Run 1, register map, names as in the netlist:
Scale: 2 px per µm. Other sequential cells in the stronger grey, the rest of the logic in the fainter grey.
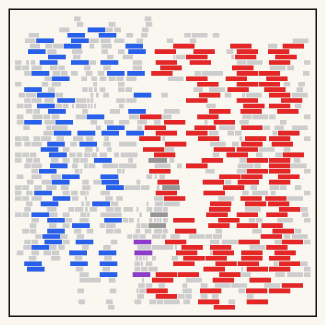
Run 1, gate families picked out:
Scale: 3 px per µm.
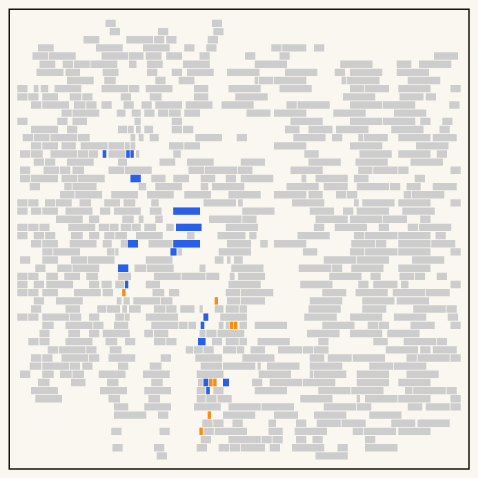
Run 1, placement density heat map:
Scale: 2 px per µm. The die is cut into 15 by 15 equal tiles; dark purple is low, yellow is high, 0 to 100% covered.
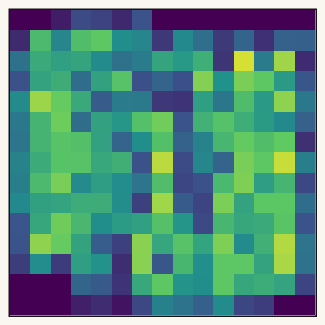
Run 1, I/O nets highlighted:
Scale: 2 px per µm.
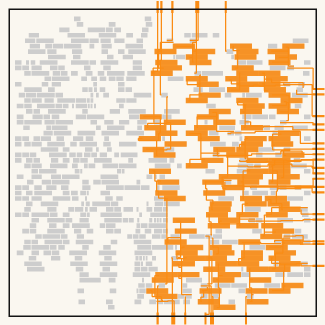
[src/rtl/noc_dest_demux_if.sv]
// Packet handshake bundle between the merge tree, the destination demux and
// the four destination consumers.
interface noc_dest_demux_if #(
    parameter int WIDTH = 33
);
    logic             in_valid;
    logic [WIDTH-1:0] in_data;
    logic             in_ready;
    logic [3:0]       out_valid;
    logic [WIDTH-1:0] out_data;
    logic [3:0]       out_ready;

    // Producer/consumer side: drives packets in and readies out.
    modport master (
        output in_valid,
        output in_data,
        input  in_ready,
        input  out_valid,
        input  out_data,
        output out_ready
    );

    // Demux side.
    modport slave (
        input  in_valid,
        input  in_data,
        output in_ready,
        output out_valid,
        output out_data,
        input  out_ready
    );
endinterface

[src/rtl/noc_dest_demux.sv]
// Buffers the merged packet stream in a small FIFO and steers the head packet
// to one of four ports by its 2-bit destination field; keeps per-port counts.
module noc_dest_demux #(
    parameter int WIDTH    = 33,
    parameter int DEPTH    = 4,   // power of 2, at least 2
    parameter int DEST_LSB = 31,
    parameter int CNT_W    = 16,
    localparam int PTR_W   = $clog2(DEPTH),
    localparam int OCC_W   = PTR_W + 1
) (
    input  logic               clk,
    input  logic               rst_n,
    noc_dest_demux_if.slave    bus,
    output logic [OCC_W-1:0]   occupancy,
    output logic [4*CNT_W-1:0] pkt_cnt
);

    logic [WIDTH-1:0] mem_q [DEPTH];

    logic [PTR_W-1:0] rd_ptr_q, rd_ptr_d;
    logic [PTR_W-1:0] wr_ptr_q, wr_ptr_d;
    logic [OCC_W-1:0] occ_q, occ_d;
    logic [CNT_W-1:0] cnt_q [4];
    logic [CNT_W-1:0] cnt_d [4];

    logic [WIDTH-1:0] head;
    logic [1:0]       dest;
    logic             not_empty;
    logic             push;
    logic             pop;

    assign head      = mem_q[rd_ptr_q];
    assign dest      = head[DEST_LSB +: 2];
    assign not_empty = (occ_q != '0);

    // Handshake decode uses registered state only: no in-to-out bypass and
    // in_ready never looks at out_ready.
    always_comb begin
        bus.in_ready  = (occ_q < OCC_W'(DEPTH));
        bus.out_valid = not_empty ? (4'b0001 << dest) : 4'b0000;
        bus.out_data  = head;
        push          = bus.in_valid && bus.in_ready;
        pop           = not_empty && bus.out_ready[dest];
    end

    always_comb begin
        rd_ptr_d = rd_ptr_q;
        wr_ptr_d = wr_ptr_q;
        occ_d    = occ_q;
        if (push) begin
            wr_ptr_d = wr_ptr_q + PTR_W'(1);
        end
        if (pop) begin
            rd_ptr_d = rd_ptr_q + PTR_W'(1);
        end
        case ({push, pop})
            2'b10:   occ_d = occ_q + OCC_W'(1);
            2'b01:   occ_d = occ_q - OCC_W'(1);
            default: occ_d = occ_q;
        endcase
    end

    always_comb begin
        for (int unsigned i = 0; i < 4; i++) begin
            cnt_d[i] = cnt_q[i];
        end
        // Saturating count of deliveries to the popped port.
        if (pop && (cnt_q[dest] != '1)) begin
            cnt_d[dest] = cnt_q[dest] + CNT_W'(1);
        end
    end

    always_comb begin
        pkt_cnt = '0;
        for (int unsigned i = 0; i < 4; i++) begin
            pkt_cnt[i*CNT_W +: CNT_W] = cnt_q[i];
        end
        occupancy = occ_q;
    end

    always_ff @(posedge clk or negedge rst_n) begin
        if (!rst_n) begin
            rd_ptr_q <= '0;
            wr_ptr_q <= '0;
            occ_q    <= '0;
            for (int unsigned i = 0; i < 4; i++) begin
                cnt_q[i] <= '0;
            end
        end else begin
            rd_ptr_q <= rd_ptr_d;
            wr_ptr_q <= wr_ptr_d;
            occ_q    <= occ_d;
            for (int unsigned i = 0; i < 4; i++) begin
                cnt_q[i] <= cnt_d[i];
            end
        end
    end

    // Storage needs no reset: entries are only visible while occupancy covers them.
    always_ff @(posedge clk) begin
        if (push) begin
            mem_q[wr_ptr_q] <= bus.in_data;
        end
    end

endmodule

[src/flat_wrapper.sv]
// flat-port wrapper written by rule: the top's interface ports become plain ports
module noc_dest_demux_flat 
#(
    parameter int WIDTH    = 33,
    parameter int DEPTH    = 4,                            
    parameter int DEST_LSB = 31,
    parameter int CNT_W    = 16,
    localparam int PTR_W   = $clog2(DEPTH),
    localparam int OCC_W   = PTR_W + 1
)
  (clk, rst_n, occupancy, pkt_cnt, bus_in_valid, bus_in_data, bus_in_ready, bus_out_valid, bus_out_data, bus_out_ready);
  noc_dest_demux_if #(.WIDTH(WIDTH)) bus_i ();
  input  logic clk;
  input  logic rst_n;
  output logic [OCC_W-1:0] occupancy;
  output logic [4*CNT_W-1:0] pkt_cnt;
  input wire logic [$bits(bus_i.in_valid)-1:0] bus_in_valid;
  input wire logic [$bits(bus_i.in_data)-1:0] bus_in_data;
  output wire logic [$bits(bus_i.in_ready)-1:0] bus_in_ready;
  output wire logic [$bits(bus_i.out_valid)-1:0] bus_out_valid;
  output wire logic [$bits(bus_i.out_data)-1:0] bus_out_data;
  input wire logic [$bits(bus_i.out_ready)-1:0] bus_out_ready;
  assign bus_i.in_valid = bus_in_valid;
  assign bus_i.in_data = bus_in_data;
  assign bus_in_ready = bus_i.in_ready;
  assign bus_out_valid = bus_i.out_valid;
  assign bus_out_data = bus_i.out_data;
  assign bus_i.out_ready = bus_out_ready;
  noc_dest_demux #(.WIDTH(WIDTH), .DEPTH(DEPTH), .DEST_LSB(DEST_LSB), .CNT_W(CNT_W)) u_core (.clk(clk), .rst_n(rst_n), .bus(bus_i), .occupancy(occupancy), .pkt_cnt(pkt_cnt));
endmodule
[config.mk]
export PLATFORM = sky130hd
export DESIGN_NAME = noc_dest_demux_flat
export DESIGN_NICKNAME = d
export VERILOG_FILES = /design/src/rtl/noc_dest_demux_if.sv /design/src/rtl/noc_dest_demux.sv /design/src/flat_wrapper.sv
export SDC_FILE = /design/constraint.sdc
export NUM_CORES = 1
export LEC_CHECK = 0
export CORE_MARGIN = 2
export CORE_UTILIZATION = 39
export CTS_BUF_LIST = sky130_fd_sc_hd__clkbuf_4 sky130_fd_sc_hd__clkbuf_8
export DETAILED_ROUTE_END_ITERATION = 7
export HOLD_SLACK_MARGIN = 0.06
export PLACE_DENSITY = 0.6
export REMOVE_ABC_BUFFERS = 1
export SLEW_MARGIN = 25
export SYNTH_ARGS = -nofsm -noshare
export SYNTH_HDL_FRONTEND = slang
export SYNTH_SLANG_ARGS = --single-unit
[constraint.sdc]
create_clock -name clk -period 4.85 [get_ports clk]
set_input_delay 0.485 -clock clk [delete_from_list [all_inputs] [get_ports clk]]
set_output_delay 0.485 -clock clk [all_outputs]
set_load 0.05 [all_outputs]
==> ci_impl_report.md, run 1 <==
### Flow metrics

| Metric | Value |
|---|---|
| Synth cell types | `39` |
| P_comb | `3.27 mW` |
| Root Buffer | `clkbuf_8` |
| Seq pwr | `2.26 mW` |
| Antenna Nets Post-Route | `0` |
| Finished Cell Area | `11,100 µm²` |
| Top cells, area | `edfxtp_1, dfrtp_1, mux4_2, mux2_4, mux2_2` |
| Met2 usage in global routing | `28.2%` |
| Maximum number of pins on one net before global-route repair | `72` |
| CTS max path bufs | `3` |
| Placed cells | `862` |
| Detailed-route wire length per cell | `20.6 µm` |
| Share of post-route cells with drive strength above 1 | `28.7%` |
| DRT iter0 DRCs | `172` |
| Met1 WL | `7970 µm` |
| Hold WC Path Type | `in2async` |
| Outcome | `completed` |
| Number of non-clock inverters in the layout | `8` |
| YS warnings | `0` |
| Detail Placement HPWL | `12,200 µm` |
| Final hold vios | `0` |
| Max-cap violations | `0` |
| Synth async-reset ratio | `35.0%` |
| Skew final | `0.0176 ns` |
| Most frequent cells after synthesis | `edfxtp_1, dfrtp_1, mux2i_1, mux4_2, mux2_2` |
| Sequential share of power | `31.4%` |
| Worst flop-to-flop path startpoint | `u_core.rd_ptr_q[0]$_DFFE_PN0P_` |
| Die height | `153 µm` |
| NonClk Buf Share | `13.5%` |
| FP Util | `39.6%` |
| Most frequent cell after synthesis | `edfxtp_1` |
| Power Dens Cells | `648 nW/µm²` |
| Multi-input combinational cell area | `2710 µm²` |
| Setup-failing EPs final | `0` |
| Post-route clock period utilization | `75.3%` |
| CTS buffer count | `36` |
| Post-synth EDFFs | `132` |
| Aoi share | `0.247%` |
| NumNets Final | `667` |
| Crit path DRT | `4.37 ns` |
| Clock-cell share | `6.89%` |
| Mapped cell area | `8620 µm²` |
| Flop Count | `203` |
| Tool warnings | `28` |
| Placeable core area | `21,800 µm²` |
About 'register map, names as in the netlist':
[u_core.pkt_cnt] blue | sequential cells: 64 | where: a vertical strip on the left
[u_core.mem_q] red | sequential cells: 132
[u_core.occupancy] purple | sequential cells: 3

About 'gate families picked out':
[inv cells] orange | cells: 8 | where: bottom middle
[nor cells] blue | cells: 17
multi-input combinational area share: 24.4%
Post-Layout Cell Count: 924

About 'placement density heat map':
tiles over 75% full: 12%
mean over tiles: 46%
nearly empty tiles: 8.0%
fullest tile: 94%

About 'I/O nets highlighted':
[bus_in_data] orange | bits: 33 | direction: input | edge: 19 right, 8 bottom, 6 top | end cells: 132 | buffers: 33 | wire: 2,010 µm
IO Count: 145
Port Buffer Count: 144

Run 1, the clock network:
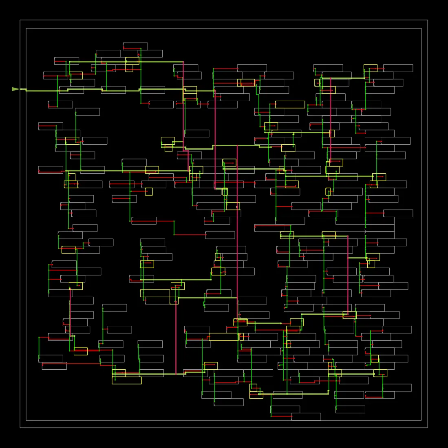

## Run 2: what changed since run 1
- PLACE_DENSITY: 0.6 -> 0.62
- clock period: 4.85 -> 2.94 ns (I/O delays scaled with it)
Run 2, the clock network:
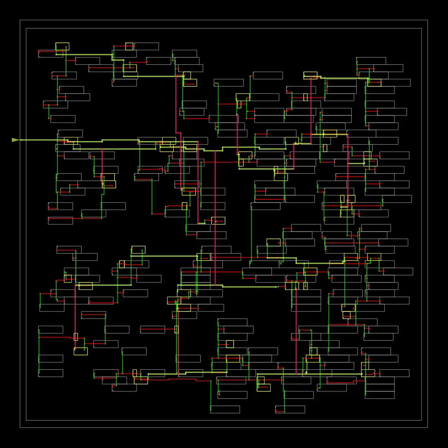
skew final: 0.0104 ns
CTS buffer count: 35
clock buffers: 48
Flop Count: 203
clock sinks: 203

==> run 2 against run 1 <==
Effect of this change:
- the run now ends with negative setup slack left
- worst setup slack worse by 1.6 ns
- utilization is 4.6 points higher
- total power rose by 77%
- via count grew 7.0%
- design area is 9.0% higher
- wire length up 3.6%
- combinational power grew 100%
- critical path depth increased by 10
- first-iteration DRC count grew 49%
- highest routed layer unchanged
==> ci_impl_report.md, run 2 <==
### Flow metrics

| Metric | Value |
|---|---|
| Outcome | `finished with violations` |
| Failing checks | `negative setup slack` |
| Placed inst area | `10,800 µm²` |
| Share of post-route cells with drive strength above 1 | `40.6%` |
| CTS resizes | `49` |
| Area grow syn2layout | `40.3%` |
| Worst flop-to-flop path startpoint | `u_core.rd_ptr_q[0]$_DFFE_PN0P_` |
| Congestion Overflow GR | `0` |
| Sequential share of power | `29.2%` |
| NonClk Buf Share | `19.4%` |
| Hold WC Path Type | `in2async` |
| Post-synth EDFFs | `132` |
| Detail Placement HPWL | `12,500 µm` |
| CTS max path bufs | `3` |
| Die Size | `23,300 µm²` |
| Finished Cell Area | `12,100 µm²` |
| Multi-input combinational cell area | `2980 µm²` |
| Seq pwr | `3.71 mW` |
| CP Capture Type | `flip-flop` |
| Detailed-route wire length per cell | `19.7 µm` |
| MUX area fraction | `24.2%` |
| Clk pwr share | `18.6%` |
| Mapped cell area | `8620 µm²` |
| Gate Count Post-Synth | `453` |
| Post-layout util | `55.6%` |
| Port Buffer Count | `144` |
| P_comb | `6.65 mW` |
| Worst vdd ir | `0.811 mV` |
| Setup WS post-layout | `-0.366 ns` |
| Synth cell types | `39` |
| Vias per cell | `5.02` |
| Worst Max-Slew Pin Slew | `0.819 ns` |
| Power Dens Cells | `1050 nW/µm²` |
| Adder share | `1.10%` |
| Multi-input combinational area share | `24.6%` |
| YS warnings | `0` |
| Aoi share | `0.247%` |
| Maximum number of pins on one net before global-route repair | `38` |
| Die height | `153 µm` |
| Worst skew pair latency | `0.49 ns` |
| Most frequent cells in the layout | `edfxtp_1, clkdlybuf4s50_1, dfrtp_1` |
| Post-Layout Cell Count | `1,002` |
| Post-route clock period utilization | `112%` |
| DRT iter0 DRCs | `256` |
| Setup-failing EPs final | `64` |
| Clock-cell share | `5.34%` |
| Worst setup path end | `u_core.pkt_cnt[14]$_DFFE_PN0P_` |
| Met1 WL | `8840 µm` |
| Top cells, area | `edfxtp_1, dfrtp_1, mux4_2, mux2_4, mux2_2` |
| Reg2reg path depth | `14` |
| Met3 GRT Util | `4.32%` |
| Setup TNS Final | `-18.53 ns` |
| IO Count | `145` |
| FP Util | `39.6%` |
| Crit path DRT | `3.32 ns` |
| Antenna Nets Post-Route | `0` |
| Yosys Chip Area | `8620 µm²` |
| Global-route wire length before repair | `30,400 µm` |
| Worst Setup Path Type | `reg2reg` |
| Placed cells | `908` |
| Met3 routed WL | `1120 µm` |
| Most frequent cell after synthesis | `edfxtp_1` |
| Number of non-clock inverters in the layout | `8` |
| First-pass DRT Iterations | `4` |
| Max-cap violations | `0` |
| Buffers excl. clock | `233` |
| Tool warnings | `30` |
| NumNets Final | `746` |
| Placeable core area | `21,800 µm²` |
| Met2 usage in global routing | `26.9%` |
| GR Util All Layers | `16.6%` |
| Most frequent cells after synthesis | `edfxtp_1, dfrtp_1, mux2i_1, mux4_2, mux2_2` |
| Root Buffer | `clkbuf_8` |
| Clock transition at path regs | `0.06 ns` |
| Synth async-reset ratio | `35.0%` |
| Final hold vios | `0` |
Run 2, register map, names as in the netlist:
Scale: 2 px per µm. Other sequential cells in the stronger grey, the rest of the logic in the fainter grey.
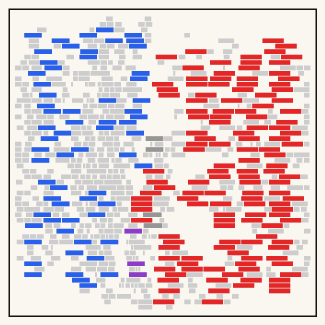

## Run 3: what changed since run 2
- CORE_MARGIN: 2 -> default
Run 3, register map, names as in the netlist:
Scale: 2 px per µm. Other sequential cells in the stronger grey, the rest of the logic in the fainter grey.
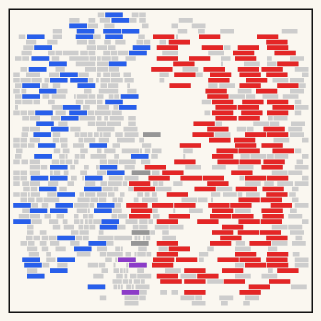
[u_core.occupancy] purple | sequential cells: 3
[u_core.pkt_cnt] blue | sequential cells: 64
[u_core.mem_q] red | sequential cells: 132

==> run 3 against run 2 <==
Effect of this change:
- the flow still finishes with violations (negative setup slack)
- die size is 2.6% lower
- fmax is 2.0% higher
- total power is 5.6% higher
- synthesized cell count stayed put
- hold slack worse by 0.11 ns
- worst setup slack better by 0.066 ns
- via count is 3.1% lower
- synthesized area stayed put
- utilization is 1.1 points higher
- non-clock buffer count is 24 lower
- cell count is 2.5% lower
- flip-flop count stayed put
- critical endpoint is now u_core.pkt_cnt[41]$_DFFE_PN0P_
- highest routed layer unchanged
==> ci_impl_report.md, run 3 <==
### Flow metrics

| Metric | Value |
|---|---|
| Sequential share of power | `27.6%` |
| Post-layout util | `56.7%` |
| Outcome | `finished with violations` |
| Vias per cell | `4.98` |
| Number of non-clock inverters in the layout | `8` |
| Maximum number of pins on one net before global-route repair | `72` |
| Post-route clock period utilization | `110%` |
| Mapped cell area | `8620 µm²` |
| Multi-input combinational area share | `24.7%` |
| MUX area fraction | `24.2%` |
| Setup WS post-layout | `-0.300 ns` |
| CTS max path bufs | `3` |
| Placeable core area | `21,800 µm²` |
| Top cells, area | `edfxtp_1, dfrtp_1, mux4_2, mux2_4, mux2_2` |
| Most frequent cells after synthesis | `edfxtp_1, dfrtp_1, mux2i_1, mux4_2, mux2_2` |
| Setup-failing EPs final | `66` |
| Met3 routed WL | `1090 µm` |
| Most frequent cell after synthesis | `edfxtp_1` |
| NumNets Final | `722` |
| Met3 GRT Util | `3.97%` |
| Final hold vios | `0` |
| Synth cell types | `39` |
| First-pass DRT Iterations | `4` |
| Finished Cell Area | `12,300 µm²` |
| Congestion Overflow GR | `0` |
| IO Count | `145` |
| Most frequent cells in the layout | `edfxtp_1, clkdlybuf4s50_1, dfrtp_1` |
| Worst flop-to-flop path startpoint | `u_core.rd_ptr_q[0]$_DFFE_PN0P_` |
| Failing checks | `negative setup slack` |
| Aoi share | `0.247%` |
| CTS buffer count | `35` |
| Met1 WL | `8620 µm` |
| NonClk Buf Share | `20.4%` |
| Global-route wire length before repair | `30,600 µm` |
| Clock-cell share | `5.29%` |
| Clock buffers | `46` |
| Hold WC Path Type | `in2async` |
| Adder share | `1.10%` |
| Antenna Nets Post-Route | `0` |
| Clock sinks | `203` |
| Share of post-route cells with drive strength above 1 | `43.5%` |
| DRT iter0 DRCs | `178` |
| Multi-input combinational cell area | `3050 µm²` |
| Yosys Chip Area | `8620 µm²` |
| Reg2reg path depth | `10` |
| CP Capture Type | `flip-flop` |
| Skew final | `0.0248 ns` |
| Worst vdd ir | `0.742 mV` |
| Worst setup path end | `u_core.pkt_cnt[41]$_DFFE_PN0P_` |
| FP Util | `39.6%` |
| Area grow syn2layout | `43.1%` |
| Worst skew pair latency | `0.52 ns` |
| Port Buffer Count | `144` |
| Placed inst area | `11,100 µm²` |
| Die Size | `22,700 µm²` |
Power figures rest on the tool's default switching activity, not on a simulated workload.
